Fig. 1: run 1, routed clock nets over the placement
Scale: 4 px per µm.
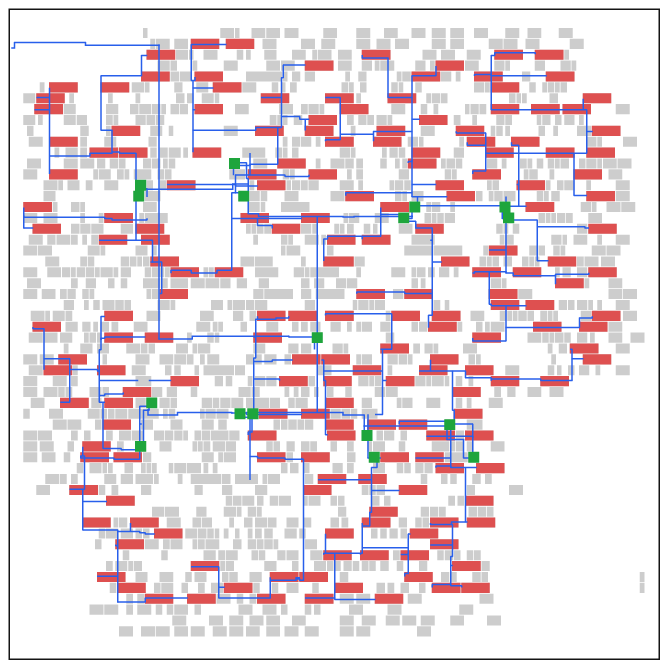
Fig. 2: run 1, track usage over the die
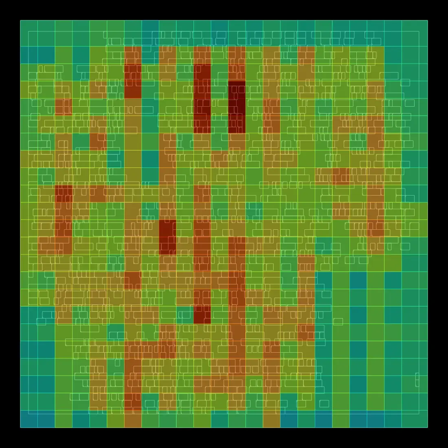
Fig. 3: run 1, metal 4
Scale: 2 px per µm.
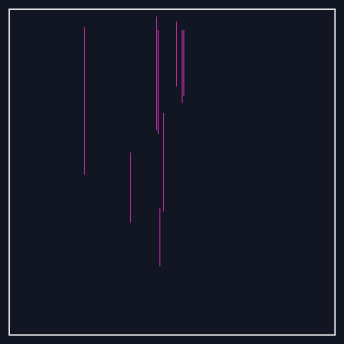
==> config.mk <==
export PLATFORM = sky130hd
export DESIGN_NAME = fetch_stage_ctrl_flat
export DESIGN_NICKNAME = d
export VERILOG_FILES = /design/src/rtl/fetch_stage_ctrl_if.sv /design/src/rtl/fetch_stage_ctrl.sv /design/src/flat_wrapper.sv
export SDC_FILE = /design/constraint.sdc
export NUM_CORES = 1
export LEC_CHECK = 0
export CORE_MARGIN = 3
export CORE_UTILIZATION = 35
export CTS_BUF_LIST = sky130_fd_sc_hd__clkbuf_4
export DETAILED_ROUTE_END_ITERATION = 8
export SYNTH_ARGS = -nofsm -noshare
export SYNTH_HDL_FRONTEND = slang
export SYNTH_SLANG_ARGS = --single-unit
==> constraint.sdc <==
create_clock -name clk -period 2.4 [get_ports clk]
set_input_delay 0.36 -clock clk [delete_from_list [all_inputs] [get_ports clk]]
set_output_delay 0.36 -clock clk [all_outputs]
set_load 0.02 [all_outputs]
==> src/rtl/fetch_stage_ctrl_if.sv <==
// fetch_stage_ctrl_if: hazard-unit inputs, instruction-memory handshake and IF/ID outputs of the fetch stage.
interface fetch_stage_ctrl_if #(
    parameter int ADDR_W  = 32,
    parameter int INSTR_W = 32,
    parameter int CNT_W   = 16
);
    logic               pc_wr;
    logic               ifid_wr;
    logic               haz_ctrl;
    logic               branch_taken;
    logic [ADDR_W-1:0]  branch_target;
    logic               imem_req;
    logic [ADDR_W-1:0]  imem_addr;
    logic [INSTR_W-1:0] imem_rdata;
    logic               imem_valid;
    logic [INSTR_W-1:0] ifid_instr;
    logic [ADDR_W-1:0]  ifid_pc_plus4;
    logic               ifid_valid;
    logic [CNT_W-1:0]   stall_cnt;
    logic [CNT_W-1:0]   flush_cnt;
    logic               protocol_err;

    modport master (
        input  pc_wr, ifid_wr, haz_ctrl, branch_taken, branch_target, imem_rdata, imem_valid,
        output imem_req, imem_addr, ifid_instr, ifid_pc_plus4, ifid_valid, stall_cnt, flush_cnt,
               protocol_err
    );
    modport slave (
        output pc_wr, ifid_wr, haz_ctrl, branch_taken, branch_target, imem_rdata, imem_valid,
        input  imem_req, imem_addr, ifid_instr, ifid_pc_plus4, ifid_valid, stall_cnt, flush_cnt,
               protocol_err
    );
endinterface

==> src/rtl/fetch_stage_ctrl.sv <==
// fetch_stage_ctrl: PC register, imem fetch handshake and IF/ID register honouring load-use stalls and branch flushes.
module fetch_stage_ctrl #(
    parameter int                ADDR_W   = 32,
    parameter int                INSTR_W  = 32,
    parameter logic [ADDR_W-1:0] RESET_PC = '0,
    parameter logic [INSTR_W-1:0] NOP     = '0,
    parameter int                CNT_W    = 16
) (
    input  logic clk,
    input  logic rst_n,
    fetch_stage_ctrl_if.master bus
);
    typedef enum logic {FETCH, HOLD} state_t;

    state_t             state;
    logic [ADDR_W-1:0]  pc;
    logic [INSTR_W-1:0] buf_instr;
    logic [ADDR_W-1:0]  buf_pc_plus4;
    logic               stall;
    logic               perr;
    logic [ADDR_W-1:0]  pc_plus4;

    assign stall         = ~bus.pc_wr | ~bus.ifid_wr;
    assign perr          = (bus.haz_ctrl != ~bus.ifid_wr) | (bus.pc_wr != bus.ifid_wr);
    assign pc_plus4      = pc + ADDR_W'(4);
    assign bus.imem_addr = pc;
    assign bus.imem_req  = rst_n & (state == FETCH);

    always_ff @(posedge clk) begin
        if (!rst_n) begin
            state             <= FETCH;
            pc                <= {RESET_PC[ADDR_W-1:2], 2'b00};
            buf_instr         <= NOP;
            buf_pc_plus4      <= '0;
            bus.ifid_instr    <= NOP;
            bus.ifid_pc_plus4 <= '0;
            bus.ifid_valid    <= 1'b0;
            bus.stall_cnt     <= '0;
            bus.flush_cnt     <= '0;
            bus.protocol_err  <= 1'b0;
        end else begin
            if (stall && !bus.branch_taken && bus.stall_cnt != '1)
                bus.stall_cnt <= bus.stall_cnt + 1'b1;
            if (perr)
                bus.protocol_err <= 1'b1;
            // A taken branch overrides stall and any word returned this cycle.
            if (bus.branch_taken) begin
                state             <= FETCH;
                pc                <= {bus.branch_target[ADDR_W-1:2], 2'b00};
                bus.ifid_instr    <= NOP;
                bus.ifid_pc_plus4 <= '0;
                bus.ifid_valid    <= 1'b0;
                if (bus.flush_cnt != '1)
                    bus.flush_cnt <= bus.flush_cnt + 1'b1;
            end else if (state == FETCH) begin
                if (bus.imem_valid && !stall) begin
                    bus.ifid_instr    <= bus.imem_rdata;
                    bus.ifid_pc_plus4 <= pc_plus4;
                    bus.ifid_valid    <= 1'b1;
                    pc                <= pc_plus4;
                end else if (bus.imem_valid) begin
                    buf_instr    <= bus.imem_rdata;
                    buf_pc_plus4 <= pc_plus4;
                    state        <= HOLD;
                end else if (!stall) begin
                    bus.ifid_instr <= NOP;
                    bus.ifid_valid <= 1'b0;
                end
            end else if (!stall) begin
                bus.ifid_instr    <= buf_instr;
                bus.ifid_pc_plus4 <= buf_pc_plus4;
                bus.ifid_valid    <= 1'b1;
                pc                <= pc_plus4;
                state             <= FETCH;
            end
        end
    end
endmodule
==> src/flat_wrapper.sv <==
// flat-port wrapper written by rule: the top's interface ports become plain ports
module fetch_stage_ctrl_flat 
#(
    parameter int                ADDR_W   = 32,
    parameter int                INSTR_W  = 32,
    parameter logic [ADDR_W-1:0] RESET_PC = '0,
    parameter logic [INSTR_W-1:0] NOP     = '0,
    parameter int                CNT_W    = 16
)
  (clk, rst_n, bus_pc_wr, bus_ifid_wr, bus_haz_ctrl, bus_branch_taken, bus_branch_target, bus_imem_rdata, bus_imem_valid, bus_imem_req, bus_imem_addr, bus_ifid_instr, bus_ifid_pc_plus4, bus_ifid_valid, bus_stall_cnt, bus_flush_cnt, bus_protocol_err);
  fetch_stage_ctrl_if #(.ADDR_W(ADDR_W), .INSTR_W(INSTR_W), .CNT_W(CNT_W)) bus_i ();
  input  logic clk;
  input  logic rst_n;
  input wire logic [$bits(bus_i.pc_wr)-1:0] bus_pc_wr;
  input wire logic [$bits(bus_i.ifid_wr)-1:0] bus_ifid_wr;
  input wire logic [$bits(bus_i.haz_ctrl)-1:0] bus_haz_ctrl;
  input wire logic [$bits(bus_i.branch_taken)-1:0] bus_branch_taken;
  input wire logic [$bits(bus_i.branch_target)-1:0] bus_branch_target;
  input wire logic [$bits(bus_i.imem_rdata)-1:0] bus_imem_rdata;
  input wire logic [$bits(bus_i.imem_valid)-1:0] bus_imem_valid;
  output wire logic [$bits(bus_i.imem_req)-1:0] bus_imem_req;
  output wire logic [$bits(bus_i.imem_addr)-1:0] bus_imem_addr;
  output wire logic [$bits(bus_i.ifid_instr)-1:0] bus_ifid_instr;
  output wire logic [$bits(bus_i.ifid_pc_plus4)-1:0] bus_ifid_pc_plus4;
  output wire logic [$bits(bus_i.ifid_valid)-1:0] bus_ifid_valid;
  output wire logic [$bits(bus_i.stall_cnt)-1:0] bus_stall_cnt;
  output wire logic [$bits(bus_i.flush_cnt)-1:0] bus_flush_cnt;
  output wire logic [$bits(bus_i.protocol_err)-1:0] bus_protocol_err;
  assign bus_i.pc_wr = bus_pc_wr;
  assign bus_i.ifid_wr = bus_ifid_wr;
  assign bus_i.haz_ctrl = bus_haz_ctrl;
  assign bus_i.branch_taken = bus_branch_taken;
  assign bus_i.branch_target = bus_branch_target;
  assign bus_i.imem_rdata = bus_imem_rdata;
  assign bus_i.imem_valid = bus_imem_valid;
  assign bus_imem_req = bus_i.imem_req;
  assign bus_imem_addr = bus_i.imem_addr;
  assign bus_ifid_instr = bus_i.ifid_instr;
  assign bus_ifid_pc_plus4 = bus_i.ifid_pc_plus4;
  assign bus_ifid_valid = bus_i.ifid_valid;
  assign bus_stall_cnt = bus_i.stall_cnt;
  assign bus_flush_cnt = bus_i.flush_cnt;
  assign bus_protocol_err = bus_i.protocol_err;
  fetch_stage_ctrl #(.ADDR_W(ADDR_W), .INSTR_W(INSTR_W), .RESET_PC(RESET_PC), .NOP(NOP), .CNT_W(CNT_W)) u_core (.clk(clk), .rst_n(rst_n), .bus(bus_i));
endmodule
==> datasheet_impl.txt, run 1 <==
Physical implementation characteristics

Parameter                              Value

Finish
  Number of fill cells    2372
  Layout area overhead    31.36%
  Final instance count without filler cells    1548
  Layout clock area frac    2.824%
  Number of ordinary inverters in the final layout    5
  Proportion of layout cells with a drive suffix above 1    7.253%
  Share of cell area taken by flip-flops and latches    33.76%
  Biggest area consumer among cell classes    combinational gates
  Logic area    4378 µm²
  Count of inserted antenna diode cells    2
  Number of buffers other than clock buffers in the final layout    233
  Multi-input logic cell count    768
  Post-route design area    11210 µm²
  Combinational fraction of the cell area    39.06%
  Clock buffer count    17
  Layout Nets    1289
  Share of final layout cell area taken by non-clock buffers    20.58%
  Flip-flops    189
  Most common cell after layout, fill and taps aside    clkdlybuf4s50_1
  Most frequently placed logic cells in the final layout    clkdlybuf4s50_1, dfxtp_1, a21oi_1

Timing
  Tightest Pin Transition    852.7 ps
  Unrepaired setup endpoints after global routing    no
  Clk_skew    30.21 ps
  Period utilization    94.15%
  Final count of negative-setup-slack endpoints    0
  Crit path time final    2260 ps
  Max-slew violation total from the final report    0
  Final hold viol count    0
  Post-route setup TNS    0 ps
  Max frequency    442.5 MHz

Power
  P_clk    1810 µW
  Internal cell power    4160 µW
  Switching share of power    31.40%
  Combinational power    875 µW
  Proportion of power drawn by combinational gates    14.4%
  Share of power burned in registers    55.7%
  Seq power    3380 µW
  Max VDD drop    0.3840 mV
  Relative contribution of the clock network to total power    29.9%
  Total power per unit cell area    541.0 nW/µm²
  Biggest consumer    registers
  Pleak    0.003904 µW
  Reported net switching power    1904 µW

Setup path
  Capture point of the critical path    bus_imem_addr[20]
  Critical path launch point    u_core.bus.imem_addr[20]
  Startpoint of the worst register-to-register path    u_core.bus.imem_addr[2]
  Flop2flop setup slack    270 ps
  Worst path bufs/invs    1
  Required arrival time at the worst endpoint    2040 ps
  Category of the critical setup timing path    reg -> out
  Cell type of the slowest stage on the worst timing path    clkdlybuf4s50_1
  Worst Reg2Reg Path Length in Cells    6
  Dominant delay contributor by cell family on the critical path    buffers and inverters
  Startpoint class of the critical path    register
  Data arrival time at the worst-slack endpoint    1900 ps
  Reg-to-Reg End    u_core.bus.ifid_pc_plus4[16]
  Worst stage delay on the critical path    700 ps
  Cell-by-cell listing of the critical path    clkdlybuf4s50_1
  Crit path capture type    primary output
  Largest fanout on the critical path    11

Detailed routing
  Length of the first detailed-routing pass in iterations    5
  Routed via count divided by cell count    5.125
  Number of DRC violations after detailed routing    0
  Highest routing layer actually used    met4
  Wire length after detailed routing    25.32 mm
  Via count    7934
  Met3 routed WL    1.690 mm
  Met2 wire length    11.15 mm
  Initial DRC Count    580
  Routed length on met1    12.09 mm

GRT
  Number of antenna violations at the first check in global routing    2
  Aggregate global routing overflow    0
  Pin count of the biggest net entering global routing    89
  Met2 Usage GRT    27.63%
  Number of global-route vias before repair    7169
  First-pass GRT wire length    39.72 mm

Floorplan
  Rows    56
  Std-Cell Core Area    23680 µm²
  Die Size    26290 µm²
  Die height    162.1 µm
  Boundary pin count    202
  Well-Tap Cells    319
  Die extent in x    162.1 µm
  Core Util at FP    36.03%

Yosys
  Cell taking the most area after synthesis    dfxtp_1
  Post-synthesis instance total    1042
  Xor-xnor portion of the synthesized cell area    8.109%
  Mean cell area of the mapped netlist    8.189 µm²
  Most frequent cell after synthesis    dfxtp_1
  Count of different cell masters after synthesis    52
  Mux area share    0.1173%
  Top-area cell type share of the netlist area    44.34%
  # Cells Yosys    1042
  Share of async-settable or async-resettable flops after synthesis    0%
  Register bit count reported by yosys    189
  Cell area leaders    dfxtp_1, a21oi_1, nand2_1, xor2_1, nor2_1
  Yosys stat area    8533 µm²
  Predominant post-synthesis flop cell    dfxtp_1
  Top comb family, area    simple AND/OR/NAND/NOR gates
  Fraction of the yosys area taken by sequential cells    44.34%
  YS warnings    0
  FA/HA/MAJ Cells, Area Fraction    0.5865%
  Synth top cells by count    dfxtp_1, a21oi_1, nand2_1, nor2_1, clkbuf_1
  Post-Synth AOI/OAI Area    18.93%

Place
  Placed wire-length estimate after detailed placement    17.28 mm
  Final weighted congestion of routability-driven global placement    0.8803
  Cell total after placement    1514
  Area of placed instances    10890 µm²

Min path
  End of the worst hold path    u_core.buf_instr[30]
  Path type of the worst min-delay path    in -> reg
  Number of stages on the worst hold path    3
  Startpoint of the worst hold path    bus_imem_rdata[30]

Clocking
  Clock insertion delay at the later pin of the skew report    580 ps
  Clock slew at the register clock pins of the worst setup and hold paths    190 ps
  Clock root cell    clkbuf_4
  # resized after CTS    0
  Clk sink count    189
  Clock tree from TritonCTS    yes
  Number of buffers inserted to repair setup after CTS    0
  CTS hold repair buffers    0
  Number of levels in the clock H-tree    4
  Total CTS buffers    17
  Number of buffers between clock root and the deepest sink    2

Run status
  Result of the run    completed

Run
  Max-Cap Viols    0
  Tool Warnings    28
Back to the opening pictures, Fig. 1:
[clock wires] blue | length: 2240 µm
[flip-flops] red | count: 189
[clock drivers] green | count: 17
routed clock nets	18

Back to the opening pictures, Fig. 2:
layer carrying the most global-route usage: met2
met3 track demand over resource: 5.024%
met1 usage: 27.15%
average wire length per cell after detail routing: 16.36 µm
Overall Global Routing Usage: 18.74%

Back to the opening pictures, Fig. 3:
main direction	vertical
wire length on this layer	394 µm
longest straight run	73.4 µm
share of all routed wire	1.6%
nets with wire on the layer	9

==> run 1: registers in the layout, indices dropped and copies added, names as in the netlist <==
register,cells
u_core.bus.imem_addr,30
u_core.bus.protocol_err,1
u_core.buf_pc_plus4,30
u_core.bus.ifid_instr,32
u_core.bus.flush_cnt,16
u_core.state,1
u_core.bus.ifid_pc_plus4,30
u_core.buf_instr,32
u_core.bus.stall_cnt,16
u_core.bus.ifid_valid,1
==> run 1: through the flow <==
stage                     util (%)  worst slack (ps)  power (µW)
after floorplan                  -             425.3        3908
after CTS                    47.31             89.10        6140
after global placement       45.97             89.25        4312
after detailed placement     45.97             99.49        4319
after global routing         47.33             26.69        6355
final                        47.33             140.3        6065
==> run 1 -> run 2 <==
GPL_ROUTABILITY_DRIVEN = 0   (was default)
Fig. 4: run 2, metal 4
Scale: 2 px per µm.
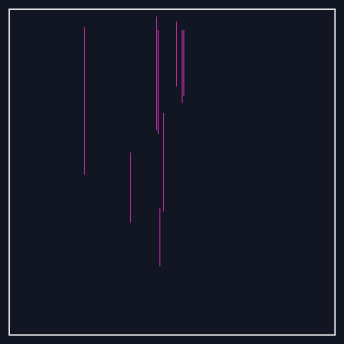
share of all routed wire	1.6%
longest straight run	73.4 µm
wire length on this layer	394 µm

==> run 2 against run 1 <==
  * Register-to-register slack about the same
  * First-iteration DRC count unchanged
  * Worst setup slack unchanged
  * Design area unchanged
  * Sequential share of layout area unchanged
  * Largest cell class unchanged
==> datasheet_impl.txt, run 2 <==
Physical implementation characteristics

Parameter                              Value

Setup path
  Levels on crit path    1
  Startpoint class of the critical path    register
  Data arrival time at the worst-slack endpoint    1900 ps (about the same)
  Reg-to-Reg End    u_core.bus.ifid_pc_plus4[16]
  Critical path launch point    u_core.bus.imem_addr[20]
  Cell-by-cell listing of the critical path    clkdlybuf4s50_1
  Worst Reg2Reg Path Length in Cells    6 (unchanged)
  Required arrival time at the worst endpoint    2040 ps (about the same)
  Flop2flop setup slack    270 ps (about the same)
  Crit path capture type    primary output
  Cell type of the slowest stage on the worst timing path    clkdlybuf4s50_1
  Largest fanout on the critical path    11 (unchanged)
  Category of the critical setup timing path    reg -> out
  Dominant delay contributor by cell family on the critical path    buffers and inverters
  Capture point of the critical path    bus_imem_addr[20]
  Worst stage delay on the critical path    700 ps (about the same)
  Worst path bufs/invs    1 (unchanged)
  Startpoint of the worst register-to-register path    u_core.bus.imem_addr[2]

Timing
  Tightest Pin Transition    852.7 ps (unchanged)
  Unrepaired setup endpoints after global routing    no
  Final count of negative-setup-slack endpoints    0 (unchanged)
  Max frequency    442.5 MHz (unchanged)
  Post-route setup TNS    0 ps (unchanged)
  Max-slew violation total from the final report    0 (unchanged)
  Period utilization    94.15% (unchanged)
  Crit path time final    2260 ps (unchanged)
  Clk_skew    30.21 ps (unchanged)
  Headroom to the max-slew limit    43.16%
  Final hold viol count    0 (unchanged)
  Worst hold-check slack    326.2 ps

Yosys
  Synth top cells by count    dfxtp_1, a21oi_1, nand2_1, nor2_1, clkbuf_1
  Yosys stat area    8533 µm² (unchanged)
  Mean cell area of the mapped netlist    8.189 µm² (unchanged)
  Cell taking the most area after synthesis    dfxtp_1
  YS warnings    0 (unchanged)
  Post-synthesis instance total    1042 (unchanged)
  Top comb family, area    simple AND/OR/NAND/NOR gates
  Count of different cell masters after synthesis    52 (unchanged)
  Register bit count reported by yosys    189 (unchanged)
  Post-Synth AOI/OAI Area    18.93% (unchanged)
  Fraction of the yosys area taken by sequential cells    44.34% (unchanged)
  Share of async-settable or async-resettable flops after synthesis    0% (unchanged)
  FA/HA/MAJ Cells, Area Fraction    0.5865% (unchanged)
  Predominant post-synthesis flop cell    dfxtp_1
  Mux area share    0.1173% (unchanged)
  Count of flip-flops with a built-in enable after synthesis    0
  Simple share    23.06%
  Most frequent cell after synthesis    dfxtp_1
  Top-area cell type share of the netlist area    44.34% (unchanged)
  Synthesized area    8533 µm²
  Xor-xnor portion of the synthesized cell area    8.109% (unchanged)
  # Cells Yosys    1042 (unchanged)
  Cell area leaders    dfxtp_1, a21oi_1, nand2_1, xor2_1, nor2_1

Power
  Reported net switching power    1904 µW (unchanged)
  Final total power    6065 µW (unchanged)
  Share of power burned in registers    55.7% (about the same)
  Pleak    0.003904 µW (unchanged)
  Relative contribution of the clock network to total power    29.9% (about the same)
  Total power per unit cell area    541.0 nW/µm² (unchanged)
  Max VDD drop    0.3840 mV (unchanged)
  Internal cell power    4160 µW (unchanged)
  P_clk    1810 µW (about the same)
  Biggest consumer    registers
  Proportion of power drawn by combinational gates    14.4% (about the same)
  Combinational power    875 µW (about the same)
  Switching share of power    31.40% (unchanged)
  Seq power    3380 µW (about the same)

Place
  Placed wire-length estimate after detailed placement    17.28 mm (unchanged)
  Cell total after placement    1514 (unchanged)
  I/O Buffers    195

Finish
  Most frequently placed logic cells in the final layout    clkdlybuf4s50_1, dfxtp_1, a21oi_1
  Proportion of layout cells with a drive suffix above 1    7.253% (unchanged)
  Final cell utilization of the core    47.33% (unchanged)
  Final instance count without filler cells    1548 (unchanged)
  Regs by FF count    u_core.buf_instr (32), u_core.bus.ifid_instr (32)
  Layout area overhead    31.36% (unchanged)
  Layout Nets    1289 (unchanged)
  Most common cell after layout, fill and taps aside    clkdlybuf4s50_1

GRT
  First-pass GRT wire length    39.72 mm (unchanged)
  Number of antenna violations at the first check in global routing    2 (unchanged)
  Number of global-route vias before repair    7169 (unchanged)
  Pin count of the biggest net entering global routing    89 (unchanged)
  Aggregate global routing overflow    0 (unchanged)
  Overall Global Routing Usage    18.74% (unchanged)

Min path
  Startpoint of the worst hold path    bus_imem_rdata[30]
  End of the worst hold path    u_core.buf_instr[30]
  Number of stages on the worst hold path    3 (unchanged)
  Path type of the worst min-delay path    in -> reg

Run
  Tool Warnings    28 (unchanged)
  Max-Cap Viols    0 (unchanged)

Floorplan
  Boundary pin count    202 (unchanged)
  Die height    162.1 µm (unchanged)
  Die extent in x    162.1 µm (unchanged)
  Rows    56 (unchanged)
  Std-Cell Core Area    23680 µm² (unchanged)
  Core Util at FP    36.03% (unchanged)
  Die Size    26290 µm² (unchanged)

Clocking
  Clock slew at the register clock pins of the worst setup and hold paths    190 ps (about the same)
  Clock tree from TritonCTS    yes
  CTS hold repair buffers    0 (unchanged)
  Clk sink count    189 (unchanged)
  Number of buffers between clock root and the deepest sink    2 (unchanged)
  Number of levels in the clock H-tree    4 (unchanged)
  # resized after CTS    0 (unchanged)
  Clock insertion delay at the later pin of the skew report    580 ps (about the same)
  Clock root cell    clkbuf_4
  Total CTS buffers    17 (unchanged)
  Number of buffers inserted to repair setup after CTS    0 (unchanged)

Detailed routing
  Wire length after detailed routing    25.32 mm (unchanged)
  Average wire length per cell after detail routing    16.36 µm (unchanged)
  Length of the first detailed-routing pass in iterations    5 (unchanged)
  Routed via count divided by cell count    5.125 (unchanged)
  Initial DRC Count    580 (unchanged)
  Final antenna-violating net count    0
  Number of DRC violations after detailed routing    0 (unchanged)
  Via count    7934 (unchanged)

Run status
  Result of the run    completed
## run 2: routing by layer
layer	share of wire (%)	global-route usage (%)
met1	48	27.15
met2	44	27.63
met3	6.7	5.024
met4	1.6	4.808
met5	0	0
## run 2: area by class of cell
type	instances	area (µm²)
multi-input combinational	768	4378
clock buffer	17	127.6
antenna	2	5.005
sequential	189	3785
clock inverter	15	188.9
fill	2372	12470
inverter	5	18.77
timing repair buffer	233	2307
tap	319	399.1
## run 2: per-stage QoR
stage	worst slack [ps]	instance area, µm²
6_report	140.3	11210
5_1_grt	26.69	11210
4_1_cts	89.10	11200
3_5_place_dp	99.49	10890
3_3_place_gp	89.25	10890
2_1_floorplan	425.3	8544
Fig. 5: run 2, routed clock nets over the placement
Scale: 4 px per µm.
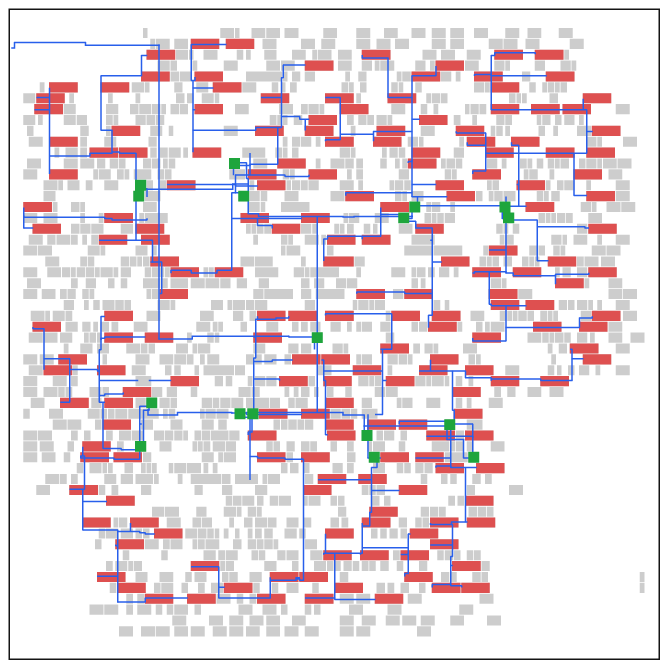

==> run 2 -> run 3 <==
CORE_MARGIN = 10   (was 3)
TNS_END_PERCENT = 100   (was default)
Fig. 6: run 3, routed clock nets over the placement
Scale: 3 px per µm.
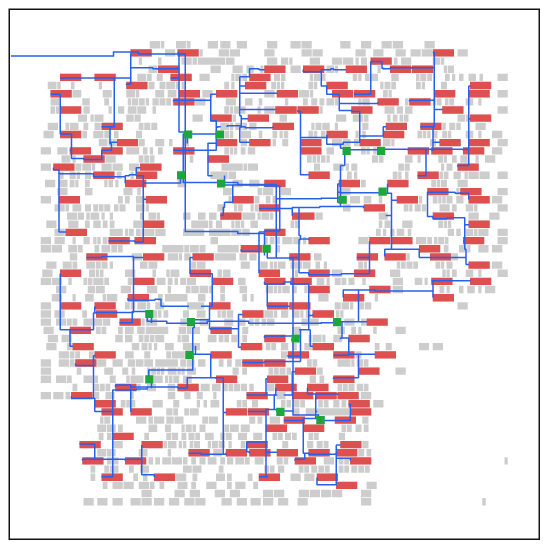
[clock drivers] green | count: 17
[flip-flops] red | count: 189
[clock wires] blue | length: 2370 µm
routed clock nets	18
P_clk: 1830 µW
clk_skew: 19.55 ps

==> run 3 against run 2 <==
  * Sequential cell count did not move
  * Synthesized cell count did not move
  * Register-to-register slack barely moved
  * Die area rose by 18%
  * Highest routed layer unchanged
  * Clock skew fell by 11 ps
  * Design area barely moved
  * Non-clock buffer count did not move
  * Power rose by 0.29%
  * Wire length rose by 5.9%
  * Critical endpoint unchanged
  * Clock power barely moved
  * Utilization fell by 0.98 points
  * First-iteration DRC count rose by 0.34%
==> datasheet_impl.txt, run 3 <==
Physical implementation characteristics

Parameter                              Value

Clocking
  Number of buffers inserted to repair setup after CTS    0 (unchanged)
  CTS hold repair buffers    0 (unchanged)
  Clock insertion delay at the later pin of the skew report    580 ps (about the same)
  Number of levels in the clock H-tree    4 (unchanged)
  Number of buffers between clock root and the deepest sink    2 (unchanged)
  Clock slew at the register clock pins of the worst setup and hold paths    180 ps (about the same)
  Clk sink count    189 (unchanged)

Power
  Max VDD drop    0.3541 mV (-7.8%)
  Relative contribution of the clock network to total power    30.0% (about the same)
  Share of power burned in registers    55.6% (about the same)
  Reported net switching power    1854 µW (-2.7%)
  Pleak    0.003893 µW (-0.27%)
  Combinational power    876 µW (about the same)
  Final total power    6082 µW (+0.29%)
  Total power per unit cell area    542.7 nW/µm² (+0.31%)
  Biggest consumer    registers
  Proportion of power drawn by combinational gates    14.4% (about the same)

Floorplan
  Core Util at FP    35.29% (-0.74 points)
  Std-Cell Core Area    24180 µm² (+2.1%)
  Rows    57 (+1.8%)
  Die Size    31030 µm² (+18%)

Yosys
  Cell area leaders    dfxtp_1, a21oi_1, nand2_1, xor2_1, nor2_1
  Post-synthesis instance total    1042 (unchanged)
  Count of different cell masters after synthesis    52 (unchanged)
  Count of flip-flops with a built-in enable after synthesis    0 (unchanged)
  YS warnings    0 (unchanged)
  Most frequent cell after synthesis    dfxtp_1
  Register bit count reported by yosys    189 (unchanged)

Detailed routing
  Routed length on met1    12.21 mm (+0.99%)
  Wire length after detailed routing    26.81 mm (+5.9%)
  Initial DRC Count    582 (+0.34%)
  Met3 routed WL    2.094 mm (+24%)
  Highest routing layer actually used    met4
  Number of DRC violations after detailed routing    0 (unchanged)
  Final antenna-violating net count    0 (unchanged)
  Average wire length per cell after detail routing    17.26 µm (+5.5%)

Setup path
  Worst stage delay on the critical path    700 ps (about the same)
  Cell-by-cell listing of the critical path    clkdlybuf4s50_1
  Capture point of the critical path    bus_imem_addr[20]
  Cell type of the slowest stage on the worst timing path    clkdlybuf4s50_1
  Largest fanout on the critical path    11 (unchanged)
  Reg-to-Reg End    u_core.bus.ifid_pc_plus4[27]
  Data arrival time at the worst-slack endpoint    1920 ps (+20 ps)
  Dominant delay contributor by cell family on the critical path    buffers and inverters
  Required arrival time at the worst endpoint    2040 ps (about the same)
  Startpoint class of the critical path    register
  Worst path bufs/invs    1 (unchanged)
  Critical path launch point    u_core.bus.imem_addr[20]
  Flop2flop setup slack    280 ps (about the same)

Timing
  Unrepaired setup endpoints after global routing    no
  Tightest Pin Transition    845.3 ps (-7.331 ps)
  Max-slew violation total from the final report    0 (unchanged)
  Final count of negative-setup-slack endpoints    0 (unchanged)
  Crit path time final    2282 ps (+22.25 ps)
  Post-route setup TNS    0 ps (unchanged)
  Headroom to the max-slew limit    43.64% (+0.49 points)
  Worst hold-check slack    319.3 ps (-6.914 ps)

Run status
  Result of the run    completed

Run
  Max-Cap Viols    0 (unchanged)

GRT
  Met2 Usage GRT    25.90% (-1.7 points)
  Pin count of the biggest net entering global routing    89 (unchanged)
  Overall Global Routing Usage    16.85% (-1.9 points)

Finish
  Layout area overhead    31.33% (about the same)
  Final instance count without filler cells    1553 (+0.32%)
  Final cell utilization of the core    46.35% (-0.98 points)
  Post-route design area    11210 µm² (about the same)
  Most frequently placed logic cells in the final layout    clkdlybuf4s50_1, dfxtp_1, a21oi_1
  Layout Nets    1289 (unchanged)

Place
  Worst slack, placed    166.8 ps (+67.28 ps)

Min path
  End of the worst hold path    u_core.buf_instr[14]
[run 3: cells by family (layout without fill, tap and decap cells)]
logic type / count (synthesis) / after routing / synth area share (%)
AND-OR/OR-AND: 282 / 282 / 18.93
XOR/XNOR: 79 / 79 / 8.108
adder cells (fa/ha/maj): 4 / 4 / 0.5865
buffers and inverters: 88 / 270 / 4.809
flip-flops: 189 / 189 / 44.34
multiplexers: 1 / 1 / 0.1173
other: 1 / 6 / 0.04395
AND/OR/NAND/NOR: 398 / 398 / 23.06
[run 3: area by class of cell]
cell class / count / area (µm²)
Antenna cell: 2 / 5.005
Clock buffer: 17 / 127.6
Clock inverter: 15 / 175.2
Fill cell: 2382 / 12970
Inverter: 5 / 18.77
Multi-Input combinational cell: 768 / 4378
Sequential cell: 189 / 3785
Tap cell: 324 / 405.4
Timing Repair Buffer: 233 / 2312
Power and IR drop assume default switching activity.
